==> images/layer_met1.png <==
Supply wires on this layer in grey.
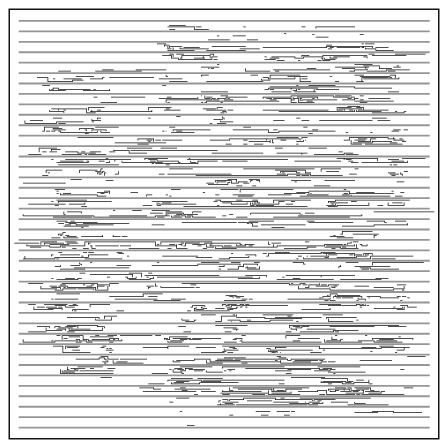
==> images/layer_met2.png <==
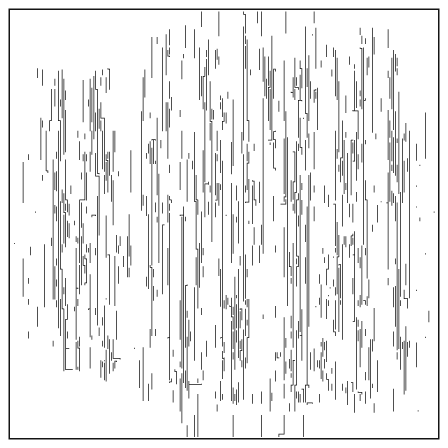
==> images/layer_met3.png <==
Scale bar: 20 um. Cells faint in the background.
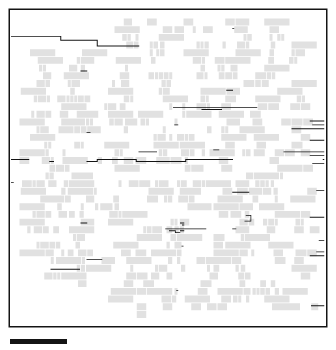
==> images/layer_met4.png <==
Supply wires on this layer in grey. Cells faint in the background.
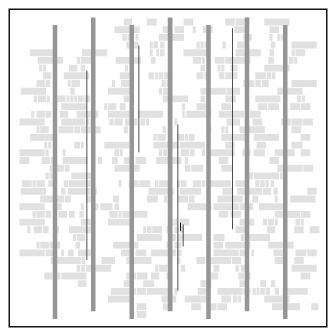
==> images/clocks.png <==
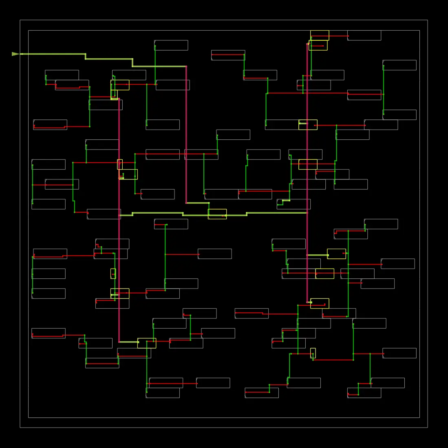
==> config.mk <==
export PLATFORM = sky130hd
export DESIGN_NAME = stopwatch_counter
export DESIGN_NICKNAME = d
export VERILOG_FILES = /design/src/rtl/stopwatch_counter.sv
export SDC_FILE = /design/constraint.sdc
export NUM_CORES = 1
export LEC_CHECK = 0
export CAP_MARGIN = 20
export CELL_PAD_IN_SITES_DETAIL_PLACEMENT = 0
export CELL_PAD_IN_SITES_GLOBAL_PLACEMENT = 2
export CORE_MARGIN = 2
export CORE_UTILIZATION = 35
export CTS_BUF_LIST = sky130_fd_sc_hd__clkbuf_8
export CTS_CLUSTER_SIZE = 25
export DETAILED_ROUTE_END_ITERATION = 8
export GPL_TIMING_DRIVEN = 0
export PLACE_DENSITY = 0.71
export SYNTH_ARGS = -nofsm -noshare
export SYNTH_HDL_FRONTEND = slang
export SYNTH_SLANG_ARGS = --single-unit
export TNS_END_PERCENT = 50
==> constraint.sdc <==
create_clock -name clk -period 5 [get_ports clk]
set_input_delay 1.25 -clock clk [delete_from_list [all_inputs] [get_ports clk]]
set_output_delay 1.25 -clock clk [all_outputs]
set_load 0.03 [all_outputs]
==> reports/results.txt <==
total routing resource utilization after global routing: 17.1%
TritonCTS clock tree: built
Buffers on Ports: 29
core utilization at floorplan: 35.7%
run status: finished, final reports clean
via count of the first global-routing pass: 3046
placement row count: 39
mean area per synthesized cell: 10.2 um2
dominant delay contributor by cell family on the critical path: buffers and inverters
average detailed-routed wire length per instance: 17.3 um
worst path buffer plus inverter count: 3
count of H-tree levels built during CTS: 3
clock network area share: 3.83%
ports placed on the boundary: 31
power in combinational cells: 0.00103 W
post-synth design cell area: 4060 um2
final standard cell count with taps included and fillers excluded: 587
Sequential Power: 0.000893 W
Pwr Density: 501 nW/um2
most frequent cell on the critical path: clkbuf_1
shortest clock period the worst path allows after layout: 3910 ps
Comb area share: 42.3%
chip area from the yosys synthesis statistics: 4060 um2
utilization of the core after routing: 41.6%
antenna diode instance count: 0
area of the multi-input gates: 2000 um2
OpenROAD warning count: 26
number of tap cells inserted: 143
Max rail drop VDD: 0.197 mV
area growth from synthesis to layout: 16.7%
Post-synth top flop: dfrtp_1
share of flip-flops with an asynchronous set or reset: 100%
## Picture notes: layer_met1.png
longest straight run	32.2 um
main direction	horizontal
share of all routed wire	48%
M1 GR Usage: 22.9%
sum of routed wire length over all layers: 10.2 mm

## Picture notes: layer_met2.png
share of all routed wire	46%
wire length on this layer	4720 um
main direction	vertical
longest straight run	51.3 um
nets with wire on the layer	351
via total after detailed routing: 3111
Global Route met2 Usage: 27.2%

## Picture notes: layer_met3.png
share of all routed wire	2.8%
nets with wire on the layer	28
main direction	horizontal
wire length on this layer	282 um
longest straight run	29.4 um
met3 usage: 2.89%

## Picture notes: layer_met4.png
main direction	vertical
nets with wire on the layer	5
longest straight run	70.7 um
wire length on this layer	243 um

## Picture notes: clocks.png
Clock Sinks: 76
clock-net power: 0.000443 W
flip-flops: 76
clkbuf count: 12

## cell families (layout without fill, tap and decap cells)
family                   count (synthesis)  count (layout)
XOR/XNOR                                28              28
AND-OR/OR-AND                           74              74
buffers and inverters                   34              80
AND/OR/NAND/NOR                        162             162
flip-flops                              76              76
adder cells (fa/ha/maj)                  1               1
multiplexers                            23              23
## worst register-to-register path, cell delays in order, from the launching register on
cell and delay (ps):
dfrtp_1 450, nor4bb_1 460, nand3_1 350, nor4_4 470, buf_6 200, a21oi_1 70
a31o_1 210
## per-layer routing
metal  track usage, %  share of wire [%]  vias to the layer above
met3             2.89                2.8                       18
met1             22.9                 48                     1525
li1                 -                  -                     1520
met4             7.65                2.4                        0
met5                0                  0                        -
met2             27.2                 46                       48
Power figures rest on the tool's default switching activity, not on a simulated workload.
